==> src/rtl/mapache64.sv <==
// Shared object-memory types for the mapache64 GPU.
package mapache64;
    localparam int NUM_OBJECTS  = 64;
    localparam int PATTERN_BITS = 5;

    typedef struct packed {
        logic [7:0]              x;
        logic [7:0]              y;
        logic [PATTERN_BITS-1:0] pattern_index;
        logic [3:0]              color;
        logic                    hflip;
        logic                    vflip;
    } obm_object_t;

    // An 8-row object covers the line when line_y is in [obj_y, obj_y+7]; 9-bit math keeps y=250.. from wrapping.
    function automatic logic covers_line(input logic [7:0] line_y, input logic [7:0] obj_y);
        logic [8:0] ly;
        logic [8:0] oy;
        ly = {1'b0, line_y};
        oy = {1'b0, obj_y};
        return (ly >= oy) && (ly <= oy + 9'd7);
    endfunction
endpackage

==> src/rtl/object_scanline_sequencer_if.sv <==
// OBM, pattern-memory and scanline-buffer signals seen by the sequencer (master) and the fabric (slave).
interface object_scanline_sequencer_if #(
    parameter int NUM_OBJECTS  = 64,
    parameter int PATTERN_BITS = 5
);
    import mapache64::*;

    localparam int IDX_W = $clog2(NUM_OBJECTS);

    logic [IDX_W-1:0]          obm_addr_o;
    obm_object_t               obm_object_i;
    logic [PATTERN_BITS+2:0]   pmf_addr_o;
    logic [15:0]               pmf_row_i;
    logic                      obs_ready_i;
    logic                      obs_clear_start_o;
    logic [7:0]                obs_new_y_o;
    logic                      obs_load_start_o;
    obm_object_t               obs_load_object_o;
    logic [2:0]                obs_load_intx_i;
    logic [1:0]                obs_load_lightness_o;

    modport master (
        output obm_addr_o,
        input  obm_object_i,
        output pmf_addr_o,
        input  pmf_row_i,
        input  obs_ready_i,
        output obs_clear_start_o,
        output obs_new_y_o,
        output obs_load_start_o,
        output obs_load_object_o,
        input  obs_load_intx_i,
        output obs_load_lightness_o
    );

    modport slave (
        input  obm_addr_o,
        output obm_object_i,
        input  pmf_addr_o,
        output pmf_row_i,
        output obs_ready_i,
        input  obs_clear_start_o,
        input  obs_new_y_o,
        input  obs_load_start_o,
        input  obs_load_object_o,
        output obs_load_intx_i,
        input  obs_load_lightness_o
    );
endinterface

==> src/rtl/object_scanline_sequencer.sv <==
// Per line: clears the scanline buffer, walks OBM from the last object down to 0, and paints each
// object covering the line; strobes only fire while the buffer reports ready.
module object_scanline_sequencer #(
    parameter int NUM_OBJECTS  = 64,
    parameter int PATTERN_BITS = 5
) (
    input  logic                               gpu_clk,
    input  logic                               rst,
    input  logic                               line_start_i,
    input  logic [7:0]                         line_y_i,
    output logic                               busy_o,
    output logic                               done_o,
    output logic                               overrun_o,
    object_scanline_sequencer_if.master        bus
);
    import mapache64::*;

    localparam int IDX_W = $clog2(NUM_OBJECTS);
    localparam int PMF_W = PATTERN_BITS + 3;
    localparam logic [IDX_W-1:0] LAST_IDX = IDX_W'(NUM_OBJECTS - 1);

    typedef enum logic [3:0] {
        S_IDLE,
        S_CLEAR_REQ,
        S_CLEAR_WAIT,
        S_OBJ_RD,
        S_OBJ_CHK,
        S_ROW_RD,
        S_ROW_LATCH,
        S_LOAD_REQ,
        S_LOAD_WAIT,
        S_NEXT,
        S_DONE
    } state_t;

    state_t           state_q, state_d;
    logic [7:0]       y_q, y_d;
    logic [IDX_W-1:0] idx_q, idx_d;
    obm_object_t      obj_q, obj_d;
    logic [15:0]      row_q, row_d;
    logic             overrun_q, overrun_d;

    logic             clear_start;
    logic             load_start;
    logic [2:0]       row_sel;
    logic [2:0]       pix_sel;

    always_ff @(posedge gpu_clk) begin
        if (rst) begin
            state_q   <= S_IDLE;
            y_q       <= '0;
            idx_q     <= '0;
            obj_q     <= '0;
            row_q     <= '0;
            overrun_q <= 1'b0;
        end else begin
            state_q   <= state_d;
            y_q       <= y_d;
            idx_q     <= idx_d;
            obj_q     <= obj_d;
            row_q     <= row_d;
            overrun_q <= overrun_d;
        end
    end

    always_comb begin
        state_d     = state_q;
        y_d         = y_q;
        idx_d       = idx_q;
        obj_d       = obj_q;
        row_d       = row_q;
        overrun_d   = overrun_q;
        clear_start = 1'b0;
        load_start  = 1'b0;

        // A line request is only accepted from IDLE; the DONE cycle already counts as busy.
        if (line_start_i && (state_q != S_IDLE)) begin
            overrun_d = 1'b1;
        end

        case (state_q)
            S_IDLE: begin
                if (line_start_i) begin
                    y_d     = line_y_i;
                    idx_d   = LAST_IDX;
                    state_d = S_CLEAR_REQ;
                end
            end
            S_CLEAR_REQ: begin
                if (bus.obs_ready_i) begin
                    clear_start = 1'b1;
                    state_d     = S_CLEAR_WAIT;
                end
            end
            S_CLEAR_WAIT: begin
                if (bus.obs_ready_i) begin
                    state_d = S_OBJ_RD;
                end
            end
            S_OBJ_RD: begin
                state_d = S_OBJ_CHK;
            end
            S_OBJ_CHK: begin
                obj_d   = bus.obm_object_i;
                state_d = covers_line(y_q, bus.obm_object_i.y) ? S_ROW_RD : S_NEXT;
            end
            S_ROW_RD: begin
                state_d = S_ROW_LATCH;
            end
            S_ROW_LATCH: begin
                row_d   = bus.pmf_row_i;
                state_d = S_LOAD_REQ;
            end
            S_LOAD_REQ: begin
                if (bus.obs_ready_i) begin
                    load_start = 1'b1;
                    state_d    = S_LOAD_WAIT;
                end
            end
            S_LOAD_WAIT: begin
                // Truncated objects near the right edge finish early; waiting on ready covers both cases.
                if (bus.obs_ready_i) begin
                    state_d = S_NEXT;
                end
            end
            S_NEXT: begin
                if (idx_q == '0) begin
                    state_d = S_DONE;
                end else begin
                    idx_d   = idx_q - IDX_W'(1);
                    state_d = S_OBJ_RD;
                end
            end
            S_DONE: begin
                state_d = S_IDLE;
            end
            default: begin
                state_d = S_IDLE;
            end
        endcase
    end

    assign row_sel = 3'(y_q - obj_q.y) ^ {3{obj_q.vflip}};
    assign pix_sel = bus.obs_load_intx_i ^ {3{obj_q.hflip}};

    assign busy_o    = (state_q != S_IDLE);
    assign done_o    = (state_q == S_DONE);
    assign overrun_o = overrun_q;

    assign bus.obm_addr_o           = idx_q;
    assign bus.pmf_addr_o           = PMF_W'({obj_q.pattern_index, row_sel});
    assign bus.obs_clear_start_o    = clear_start;
    assign bus.obs_new_y_o          = y_q;
    assign bus.obs_load_start_o     = load_start;
    assign bus.obs_load_object_o    = obj_q;
    // Pixel p lives in row bits [15-2p -: 2], i.e. a right shift by 2*(7-p) = 2*~p.
    assign bus.obs_load_lightness_o = 2'(row_q >> {~pix_sel, 1'b0});
endmodule

==> src/flat_wrapper.sv <==
// flat-port wrapper written by rule: the top's interface ports become plain ports
module object_scanline_sequencer_flat import mapache64::*;
#(
    parameter int NUM_OBJECTS  = 64,
    parameter int PATTERN_BITS = 5
)
  (gpu_clk, rst, line_start_i, line_y_i, busy_o, done_o, overrun_o, bus_obm_addr_o, bus_obm_object_i, bus_pmf_addr_o, bus_pmf_row_i, bus_obs_ready_i, bus_obs_clear_start_o, bus_obs_new_y_o, bus_obs_load_start_o, bus_obs_load_object_o, bus_obs_load_intx_i, bus_obs_load_lightness_o);
  object_scanline_sequencer_if #(.NUM_OBJECTS(NUM_OBJECTS), .PATTERN_BITS(PATTERN_BITS)) bus_i ();
  input  logic gpu_clk;
  input  logic rst;
  input  logic line_start_i;
  input  logic [7:0] line_y_i;
  output logic busy_o;
  output logic done_o;
  output logic overrun_o;
  output wire logic [$bits(bus_i.obm_addr_o)-1:0] bus_obm_addr_o;
  input wire logic [$bits(bus_i.obm_object_i)-1:0] bus_obm_object_i;
  output wire logic [$bits(bus_i.pmf_addr_o)-1:0] bus_pmf_addr_o;
  input wire logic [$bits(bus_i.pmf_row_i)-1:0] bus_pmf_row_i;
  input wire logic [$bits(bus_i.obs_ready_i)-1:0] bus_obs_ready_i;
  output wire logic [$bits(bus_i.obs_clear_start_o)-1:0] bus_obs_clear_start_o;
  output wire logic [$bits(bus_i.obs_new_y_o)-1:0] bus_obs_new_y_o;
  output wire logic [$bits(bus_i.obs_load_start_o)-1:0] bus_obs_load_start_o;
  output wire logic [$bits(bus_i.obs_load_object_o)-1:0] bus_obs_load_object_o;
  input wire logic [$bits(bus_i.obs_load_intx_i)-1:0] bus_obs_load_intx_i;
  output wire logic [$bits(bus_i.obs_load_lightness_o)-1:0] bus_obs_load_lightness_o;
  assign bus_obm_addr_o = bus_i.obm_addr_o;
  assign bus_i.obm_object_i = bus_obm_object_i;
  assign bus_pmf_addr_o = bus_i.pmf_addr_o;
  assign bus_i.pmf_row_i = bus_pmf_row_i;
  assign bus_i.obs_ready_i = bus_obs_ready_i;
  assign bus_obs_clear_start_o = bus_i.obs_clear_start_o;
  assign bus_obs_new_y_o = bus_i.obs_new_y_o;
  assign bus_obs_load_start_o = bus_i.obs_load_start_o;
  assign bus_obs_load_object_o = bus_i.obs_load_object_o;
  assign bus_i.obs_load_intx_i = bus_obs_load_intx_i;
  assign bus_obs_load_lightness_o = bus_i.obs_load_lightness_o;
  object_scanline_sequencer #(.NUM_OBJECTS(NUM_OBJECTS), .PATTERN_BITS(PATTERN_BITS)) u_core (.gpu_clk(gpu_clk), .rst(rst), .line_start_i(line_start_i), .line_y_i(line_y_i), .busy_o(busy_o), .done_o(done_o), .overrun_o(overrun_o), .bus(bus_i));
endmodule
==> config.mk <==
export PLATFORM = sky130hd
export DESIGN_NAME = object_scanline_sequencer_flat
export DESIGN_NICKNAME = d
export VERILOG_FILES = /design/src/rtl/mapache64.sv /design/src/rtl/object_scanline_sequencer_if.sv /design/src/rtl/object_scanline_sequencer.sv /design/src/flat_wrapper.sv
export SDC_FILE = /design/constraint.sdc
export NUM_CORES = 1
export LEC_CHECK = 0
export CORE_MARGIN = 1
export CORE_UTILIZATION = 40
export CTS_CLUSTER_DIAMETER = 80
export DETAILED_ROUTE_END_ITERATION = 10
export PLACE_DENSITY = 0.74
export SLEW_MARGIN = 30
export SYNTH_ARGS = -nofsm -noshare
export SYNTH_HDL_FRONTEND = slang
export SYNTH_SLANG_ARGS = --single-unit
export TNS_END_PERCENT = 30
==> constraint.sdc <==
create_clock -name gpu_clk -period 2.57 [get_ports gpu_clk]
set_input_delay 0.514 -clock gpu_clk [delete_from_list [all_inputs] [get_ports gpu_clk]]
set_output_delay 0.514 -clock gpu_clk [all_outputs]
set_load 0.02 [all_outputs]
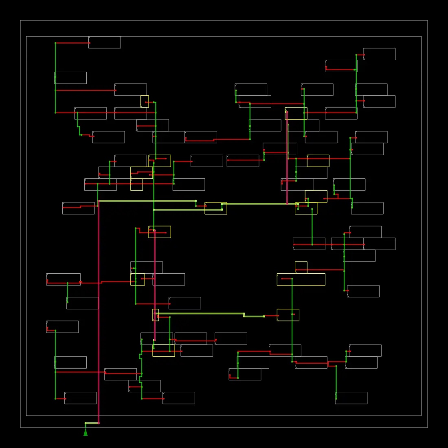
**Above:** clock routing.
# clk buffers: 11
clk ins delay skew pair: 0.33 ns
CTS sink count: 62
Num CTS Buffers: 9
Clock Skew: 0.007221 ns

==> metrics.yaml <==
status: "finished, final reports clean"
nets: 626
critPathLaunchType: "input pin"
place_congestion: 0.8475
warning_count: 30
grt_pass1_wl_mm: 14.53
p_leak_nw: 1.850
vias_per_cell: 5.047
ff_type: "dfxtp_1"
utilization: 0.6177
core_area_um2: 7888
async_flop_share: 0
fp.dieH_um: 93.42
cp-end-kind: "flip-flop"
maxCapViolations: 0
fp_util: 0.4239
syn_inst: 426
drcViolationCount: 0
ys_chip_area_um2: 3343
power.group.top: "registers"
hp-class: "flip-flop to flip-flop"
dp_hpwl_mm: 6.749
synth_seq_share: 0.3713
cts_tree: "yes"
synthSimpleGateAreaFrac: 0.2373
mux_share: 0.01198
first_global_vias: 3109
xor_share: 0.04454
drive_above_1_share: 0.1141
fin_area_um2: 4872
stdcell_count: 654
p_per_area_nw_per_um2: 623.5
edf_count: 0
yosysWarningCount: 0
yosys.area_share.aoi: 0.1912
finalWirelength_mm: 9.102
top_area_cell: "dfxtp_1"
ctsRootBufferMaster: "clkbuf_8"
intPower_mw: 2.003
ant_nets: 0
synth_nets: 505
tns_ns: 0
dpl.cell_count: 638
syn-mean-instance-area_um2: 7.848
fa_ha_area_frac: 0.08084
p_clk_mw: 0.856
gr-total-overflow: 0
dieArea_um2: 8727
comb_power_mw: 1.02
fmax_ghz: 0.3930
whs_ns: 0.4523
ys_cells: 426
crit_top_cell: "ha_1"
fin_crit_ns: 2.545
track_usage: 0.2110
relSlewSlack: 0.5888
yosysUniqueCellTypes: 55
worst_pin_slew_ns: 0.6153
pwr-share-comb: 0.337
area_growth_pct: 45.73
dp_worst_setup_slack_ns: -0.6900
dpl_cell_area_um2: 4631
crit_slowest_cell: "ha_1"
grt_max_degree: 36
port-buffer-count: 113
cp_num_buf_inv: 2
die_width_um: 93.42
avgRoutedWirePerCell_um: 13.92
ys_top_logic_family: "simple AND/OR/NAND/NOR gates"
crit_type: "input pin to flip-flop"
io_pins: 114
grt_setup_unrepaired: "yes"
hold_viol: 0
min_period_over_period: 0.9901
path_cells: "clkdlybuf4s15_2, inv_1, ha_1, nand2b_1, nand4_1, xnor2_1, ha_1, a2111oi_4, o21ai_1, a21oi_1, o22ai_1, a211o_1"
drt-pass1-iter-count: 6
p_sw_mw: 1.034
clockBufferDepth: 2
pwr-share-seq: 0.381
crit_path_max_fanout: 4
diodes: 0
setup_viol: 0
via_count: 3301
critical_path_arrival_ns: 2.76
drt_iter0_markers: 125
top_cells_by_area: "dfxtp_1 37%, nand2_1 13%, a21oi_1 9.7%"
postCtsSetupRepairBufs: 0
slew_violations: 0
n_fill_cell: 708
total_power_mw: 3.038
crit_family: "AND-OR/OR-AND gates"
antenna_found_initial: 0
vdd_drop_max_v: 0.0003880
critPathRequiredTime_ns: 2.79
numSynthFlops: 62
clk_pin_slew_ns: 0.07
switching_share: 0.3405
finalWorstSetupSlack_ns: 0.02544
rows: 32
top_area_frac: 0.3713
cts_htree_levels: 3
clkPwrFrac: 0.282
p_seq_mw: 1.16
max_stage_delay_ns: 0.33
netlist_area_um2: 3343
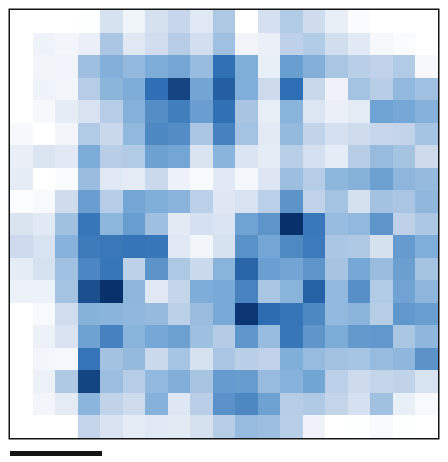
**Above:** signal metal coverage by tile.
Scale bar: 20 µm. The die is cut into 19 by 19 equal tiles; white is low, dark blue is high, scaled to the fullest tile. Values are wire area over tile area, all layers added.
tiles over half the peak: 22%
fullest tile: 0.50
nearly empty tiles: 7.8%
emptiest ninth of the die: upper left

## Yosys cell counts, types with 2 or more instances
master	instances
nand2_1	116
a21oi_1	65
dfxtp_1	62
ha_1	20
nor2_1	19
inv_1	15
buf_2	12
xnor2_1	12
clkbuf_1	8
o21ai_0	8
buf_4	7
nand2b_1	7
nand3_1	7
xor2_1	5
mux2i_1	4
nand4_1	4
nor3_1	4
nor4_1	3
o211ai_1	3
or2_1	3
a2111oi_0	2
a222oi_1	2
a22o_1	2
a22oi_1	2
a31oi_1	2
o22ai_1	2
or2_2	2
## cell usage in the layout (no fill, tap or decap), types with 2 or more instances in the layout
| master | instances |
|---|---|
| nand2_1 | 116 |
| or2_2 | 2 |
| nor4_1 | 3 |
| a22oi_1 | 2 |
| nand2b_1 | 7 |
| or2_1 | 3 |
| dlygate4sd2_1 | 3 |
| buf_4 | 25 |
| nor2_1 | 18 |
| a22o_1 | 2 |
| clkdlybuf4s15_2 | 3 |
| clkdlybuf4s50_1 | 100 |
| buf_2 | 2 |
| a2111oi_4 | 2 |
| clkinvlp_4 | 2 |
| dlymetal6s2s_1 | 3 |
| o21ai_1 | 3 |
| nor3_1 | 4 |
| o22ai_1 | 2 |
| a222oi_1 | 2 |
| o21ai_0 | 6 |
| nand4_1 | 4 |
| a31oi_1 | 2 |
| xor2_1 | 5 |
| o211ai_1 | 3 |
| a21oi_1 | 65 |
| clkbuf_8 | 10 |
| xnor2_1 | 11 |
| nand3_1 | 7 |
| dfxtp_1 | 60 |
| ha_1 | 20 |
| dfxtp_2 | 2 |
| inv_1 | 15 |
| mux2i_1 | 3 |
## tightest hold or removal path: cells and delay by family (launching register included)
family             cells  cell delay, ns
AOI/OAI and AO/OA      1            0.05
DFF                    1            0.31
and+or+nand+nor        1            0.05
## area by class of cell
type | instances | area [µm²] | area share
multi-input cells | 321 | 1933 | 0.3968
well taps | 102 | 127.6 | 0.02619
repair buffers | 138 | 1311 | 0.2691
clock buffers | 11 | 141.4 | 0.02902
inverters | 15 | 56.30 | 0.01156
flip-flops and latches | 62 | 1244 | 0.2553
clock inverters | 5 | 58.81 | 0.01207
## per-layer routing
metal / global-route usage / part of all wire
met1: 0.2551 / 0.44
met3: 0.04146 / 0.049
met5: 0 / 0
met2: 0.3689 / 0.49
met4: 0.07692 / 0.018
## final timing paths
| kind | cells past startpoint | slack [ns] | start | to |
|---|---|---|---|---|
| min reg2reg | 2 | 0.45 | u_core.bus.obs_load_object_o[19] | u_core.bus.obs_load_object_o[19] |
| max reg2reg | 7 | 0.48 | u_core.bus.obs_new_y_o[0] | u_core.state_q[3] |
| min | 2 | 0.45 | u_core.bus.obs_load_object_o[19] | u_core.bus.obs_load_object_o[19] |
| max | 12 | 0.03 | bus_obm_object_i[11] | u_core.state_q[3] |
## repair_timing
action	4_1_cts	5_1_grt
cloned	0	0
hold buffers	0	0
endpoints found under the hold margin	0	0
pin swaps	3	4
endpoints found under the setup margin	6	8
resized	24	11
## registers in the layout (all words and copies together) (netlist names)
name	cells
u_core.bus.obs_new_y_o	8
u_core.bus.obm_addr_o	6
u_core.state_q	4
u_core.row_q	16
u_core.bus.obs_load_object_o	27
u_core.overrun_o	1
Power figures rest on the tool's default switching activity, not on a simulated workload.
